## config.mk

```make
export PLATFORM = sky130hd
export DESIGN_NAME = pc_write_tracker_flat
export DESIGN_NICKNAME = d
export VERILOG_FILES = /design/src/rtl/pipe_ctrl_pkg.sv /design/src/rtl/pc_write_tracker_if.sv /design/src/rtl/pc_write_tracker_pcs_gen.sv /design/src/rtl/pc_write_tracker.sv /design/src/flat_wrapper.sv
export SDC_FILE = /design/constraint.sdc
export NUM_CORES = 1
export LEC_CHECK = 0
export CAP_MARGIN = 20
export CORE_MARGIN = 3
export CORE_UTILIZATION = 25
export DETAILED_ROUTE_END_ITERATION = 7
export PLACE_DENSITY = 0.53
export SYNTH_ARGS = -nofsm -noshare
export SYNTH_HDL_FRONTEND = slang
export SYNTH_SLANG_ARGS = --single-unit
```

## constraint.sdc

```tcl
create_clock -name clk -period 1.4 [get_ports clk]
set_input_delay 0.14 -clock clk [delete_from_list [all_inputs] [get_ports clk]]
set_output_delay 0.14 -clock clk [all_outputs]
set_load 0.01 [all_outputs]
```

## src/rtl/pipe_ctrl_pkg.sv

```systemverilog
// pipe_ctrl_pkg: shared pipeline-control constants and types
package pipe_ctrl_pkg;
  localparam int RA_W_DEF = 4;
  localparam int PC_REG_DEF = 15;
  localparam int STAGES_DEF = 3;
  typedef logic [RA_W_DEF-1:0] ra_t;
endpackage

```

## src/rtl/pc_write_tracker_if.sv

```systemverilog
// pc_write_tracker_if: decode/hazard signals between control and the PC-write tracker
interface pc_write_tracker_if #(
  parameter int RA_W = 4,
  parameter int CNT_W = 8
);
  logic valid_d;
  logic [RA_W-1:0] rd_d;
  logic reg_w_d;
  logic branch_d;
  logic cond_ex_e;
  logic ldr_stall;
  logic stall_f;
  logic stall_d;
  logic flush_d;
  logic flush_e;
  logic branch_taken_e;
  logic pc_src_w;
  logic pc_wr_pending;
  logic [CNT_W-1:0] redirect_cnt;
  modport master (
    output valid_d, rd_d, reg_w_d, branch_d, cond_ex_e, ldr_stall,
    input stall_f, stall_d, flush_d, flush_e, branch_taken_e, pc_src_w, pc_wr_pending, redirect_cnt
  );
  modport slave (
    input valid_d, rd_d, reg_w_d, branch_d, cond_ex_e, ldr_stall,
    output stall_f, stall_d, flush_d, flush_e, branch_taken_e, pc_src_w, pc_wr_pending, redirect_cnt
  );
endinterface

```

## src/rtl/pc_write_tracker_pcs_gen.sv

```systemverilog
// pcs_gen: combinational PC-source decode (write to the PC register or branch)
module pcs_gen #(
  parameter int RA_W = 4,
  parameter int PC_REG = 15
) (
  input  logic valid,
  input  logic [RA_W-1:0] rd,
  input  logic reg_w,
  input  logic branch,
  output logic pcs_reg,
  output logic br,
  output logic pcs
);
  // a real instruction writing the PC register, or a real branch
  always_comb begin
    pcs_reg = valid & reg_w & (rd == RA_W'(PC_REG));
    br = valid & branch;
    pcs = pcs_reg | br;
  end
endmodule

```

## src/rtl/pc_write_tracker.sv

```systemverilog
// pc_write_tracker: tracks in-flight PC writes and derives stalls, flushes and PC select
module pc_write_tracker
  import pipe_ctrl_pkg::*;
#(
  parameter int RA_W = RA_W_DEF,
  parameter int PC_REG = PC_REG_DEF,
  parameter int STAGES = STAGES_DEF,
  parameter int CNT_W = 8
) (
  input logic clk,
  input logic rst_n,
  pc_write_tracker_if.slave bus
);
  logic pcs_reg_d, br_d, pcs_d;
  logic e_reg, e_br;
  logic bt, pw, mid, pend, fe;
  logic [STAGES-1:1] p;
  logic [CNT_W-1:0] cnt;
  pcs_gen #(.RA_W(RA_W), .PC_REG(PC_REG)) u_pcs (
    .valid(bus.valid_d),
    .rd(bus.rd_d),
    .reg_w(bus.reg_w_d),
    .branch(bus.branch_d),
    .pcs_reg(pcs_reg_d),
    .br(br_d),
    .pcs(pcs_d)
  );
  if (STAGES > 2) begin : g_mid
    assign mid = |p[STAGES-2:1];
  end else begin : g_no_mid
    assign mid = 1'b0;
  end
  // hazard equations; the writeback stage is excluded from pending
  always_comb begin
    bt = e_br & bus.cond_ex_e;
    pw = p[STAGES-1];
    pend = pcs_d | e_reg | e_br | mid;
    fe = bus.ldr_stall | bt;
  end
  assign bus.branch_taken_e = bt;
  assign bus.pc_src_w = pw;
  assign bus.pc_wr_pending = pend;
  assign bus.stall_f = bus.ldr_stall | pend;
  assign bus.stall_d = bus.ldr_stall;
  assign bus.flush_d = pend | pw | bt;
  assign bus.flush_e = fe;
  assign bus.redirect_cnt = cnt;
  // execute register takes a bubble whenever E is flushed
  always_ff @(posedge clk or negedge rst_n) begin
    if (!rst_n) {e_reg, e_br} <= 2'b00;
    else {e_reg, e_br} <= fe ? 2'b00 : {pcs_reg_d, br_d};
  end
  // PC writes that pass their condition ripple toward writeback
  always_ff @(posedge clk or negedge rst_n) begin
    if (!rst_n) p <= '0;
    else begin
      p[1] <= e_reg & bus.cond_ex_e;
      for (int k = 2; k < STAGES; k++) p[k] <= p[k-1];
    end
  end
  // saturating redirect counter; coincident redirects count once
  always_ff @(posedge clk or negedge rst_n) begin
    if (!rst_n) cnt <= '0;
    else if ((bt | pw) && cnt != '1) cnt <= cnt + 1'b1;
  end
endmodule
```

## src/flat_wrapper.sv

```systemverilog
// flat-port wrapper written by rule: the top's interface ports become plain ports
module pc_write_tracker_flat import pipe_ctrl_pkg::*;
#(
  parameter int RA_W = RA_W_DEF,
  parameter int PC_REG = PC_REG_DEF,
  parameter int STAGES = STAGES_DEF,
  parameter int CNT_W = 8
)
  (clk, rst_n, bus_valid_d, bus_rd_d, bus_reg_w_d, bus_branch_d, bus_cond_ex_e, bus_ldr_stall, bus_stall_f, bus_stall_d, bus_flush_d, bus_flush_e, bus_branch_taken_e, bus_pc_src_w, bus_pc_wr_pending, bus_redirect_cnt);
  pc_write_tracker_if #(.RA_W(RA_W), .CNT_W(CNT_W)) bus_i ();
  input logic clk;
  input logic rst_n;
  input wire logic [$bits(bus_i.valid_d)-1:0] bus_valid_d;
  input wire logic [$bits(bus_i.rd_d)-1:0] bus_rd_d;
  input wire logic [$bits(bus_i.reg_w_d)-1:0] bus_reg_w_d;
  input wire logic [$bits(bus_i.branch_d)-1:0] bus_branch_d;
  input wire logic [$bits(bus_i.cond_ex_e)-1:0] bus_cond_ex_e;
  input wire logic [$bits(bus_i.ldr_stall)-1:0] bus_ldr_stall;
  output wire logic [$bits(bus_i.stall_f)-1:0] bus_stall_f;
  output wire logic [$bits(bus_i.stall_d)-1:0] bus_stall_d;
  output wire logic [$bits(bus_i.flush_d)-1:0] bus_flush_d;
  output wire logic [$bits(bus_i.flush_e)-1:0] bus_flush_e;
  output wire logic [$bits(bus_i.branch_taken_e)-1:0] bus_branch_taken_e;
  output wire logic [$bits(bus_i.pc_src_w)-1:0] bus_pc_src_w;
  output wire logic [$bits(bus_i.pc_wr_pending)-1:0] bus_pc_wr_pending;
  output wire logic [$bits(bus_i.redirect_cnt)-1:0] bus_redirect_cnt;
  assign bus_i.valid_d = bus_valid_d;
  assign bus_i.rd_d = bus_rd_d;
  assign bus_i.reg_w_d = bus_reg_w_d;
  assign bus_i.branch_d = bus_branch_d;
  assign bus_i.cond_ex_e = bus_cond_ex_e;
  assign bus_i.ldr_stall = bus_ldr_stall;
  assign bus_stall_f = bus_i.stall_f;
  assign bus_stall_d = bus_i.stall_d;
  assign bus_flush_d = bus_i.flush_d;
  assign bus_flush_e = bus_i.flush_e;
  assign bus_branch_taken_e = bus_i.branch_taken_e;
  assign bus_pc_src_w = bus_i.pc_src_w;
  assign bus_pc_wr_pending = bus_i.pc_wr_pending;
  assign bus_redirect_cnt = bus_i.redirect_cnt;
  pc_write_tracker #(.RA_W(RA_W), .PC_REG(PC_REG), .STAGES(STAGES), .CNT_W(CNT_W)) u_core (.clk(clk), .rst_n(rst_n), .bus(bus_i));
endmodule
```

### Signal wires on met2

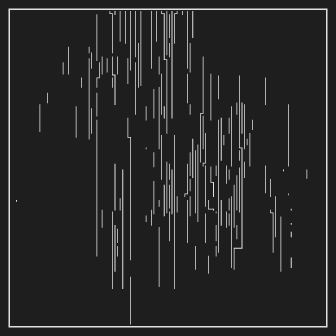
nets with wire on the layer: 108
share of all routed wire: 52%
wire length on this layer: 849 um
main direction: vertical
longest straight run: 27.2 um

### Signal metal coverage by tile

Bar = 20 um. 11 x 11 tiles, from black (low) to pale yellow (high), scaled to the fullest tile. Values are wire area over tile area, all layers added.
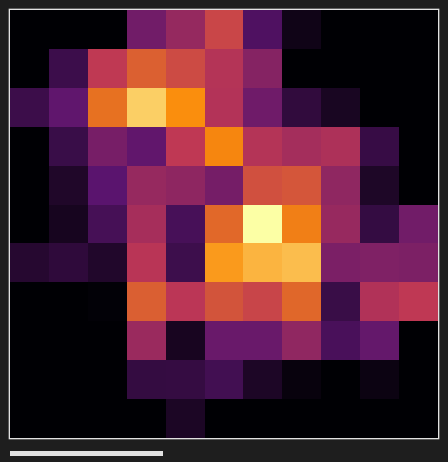
tiles over half the peak: 18%
fullest tile: 0.33
mean over tiles: 0.082
emptiest ninth of the die: lower left
densest ninth of the die: center
All-Layer GR Usage: 11.3%
detail-routed net length per standard cell: 12.4 um
final WL: 1640 um
Vias: 608

## through the flow
step | TNS, ns | hold WS (ns) | instances | setup slack (ns) | area (um2)
CTS | -0.590 | 0.164 | 130 | -0.231 | 1080
global route | -0.927 | 0.176 | 132 | -0.301 | 1140
floorplan | 0 | -0.156 | 54 | 0.000181 | 629
finish | -0.584 | 0.168 | 132 | -0.212 | 1140
global placement | -2.23 | 0.396 | 119 | -0.479 | 1000
detailed placement | -2.19 | 0.399 | 119 | -0.503 | 1000
## routing by layer
metal / vias to the layer above / track usage (%) / part of all wire (%)
li1: 297 / - / -
met1: 294 / 12.7 / 42
met2: 15 / 19.2 / 52
met3: 2 / 5.10 / 5.6
met4: 0 / 3.05 / 0.61
met5: - / 0 / 0
==> qor.txt <==
Sequential standard cell area - 304 um2
Quantity of hold-fixing buffers added after cts - 0
Yosys synthesis chip area - 627 um2
Final count of pins violating max slew - 0
Width of the die - 56.1 um
CP top delay family - AND-OR/OR-AND gates
Setup violators final - 5
Total die size - 0.00314 mm2
Fraction of the yosys area taken by sequential cells - 47.9%
Design Power - 1320 uW
Violated checks - setup timing
Reg2reg path depth - 5
Vias in the first global route - 616
Critical path capture point type - output pin
TritonCTS clock tree - done
Post-synthesis cell count - 54
Clock-cell share - 3.19%
Status - finished with violations
PnR worst setup slack - -0.212 ns
Power of the sequential group - 479 uW
Power figures rest on the tool's default switching activity, not on a simulated workload.
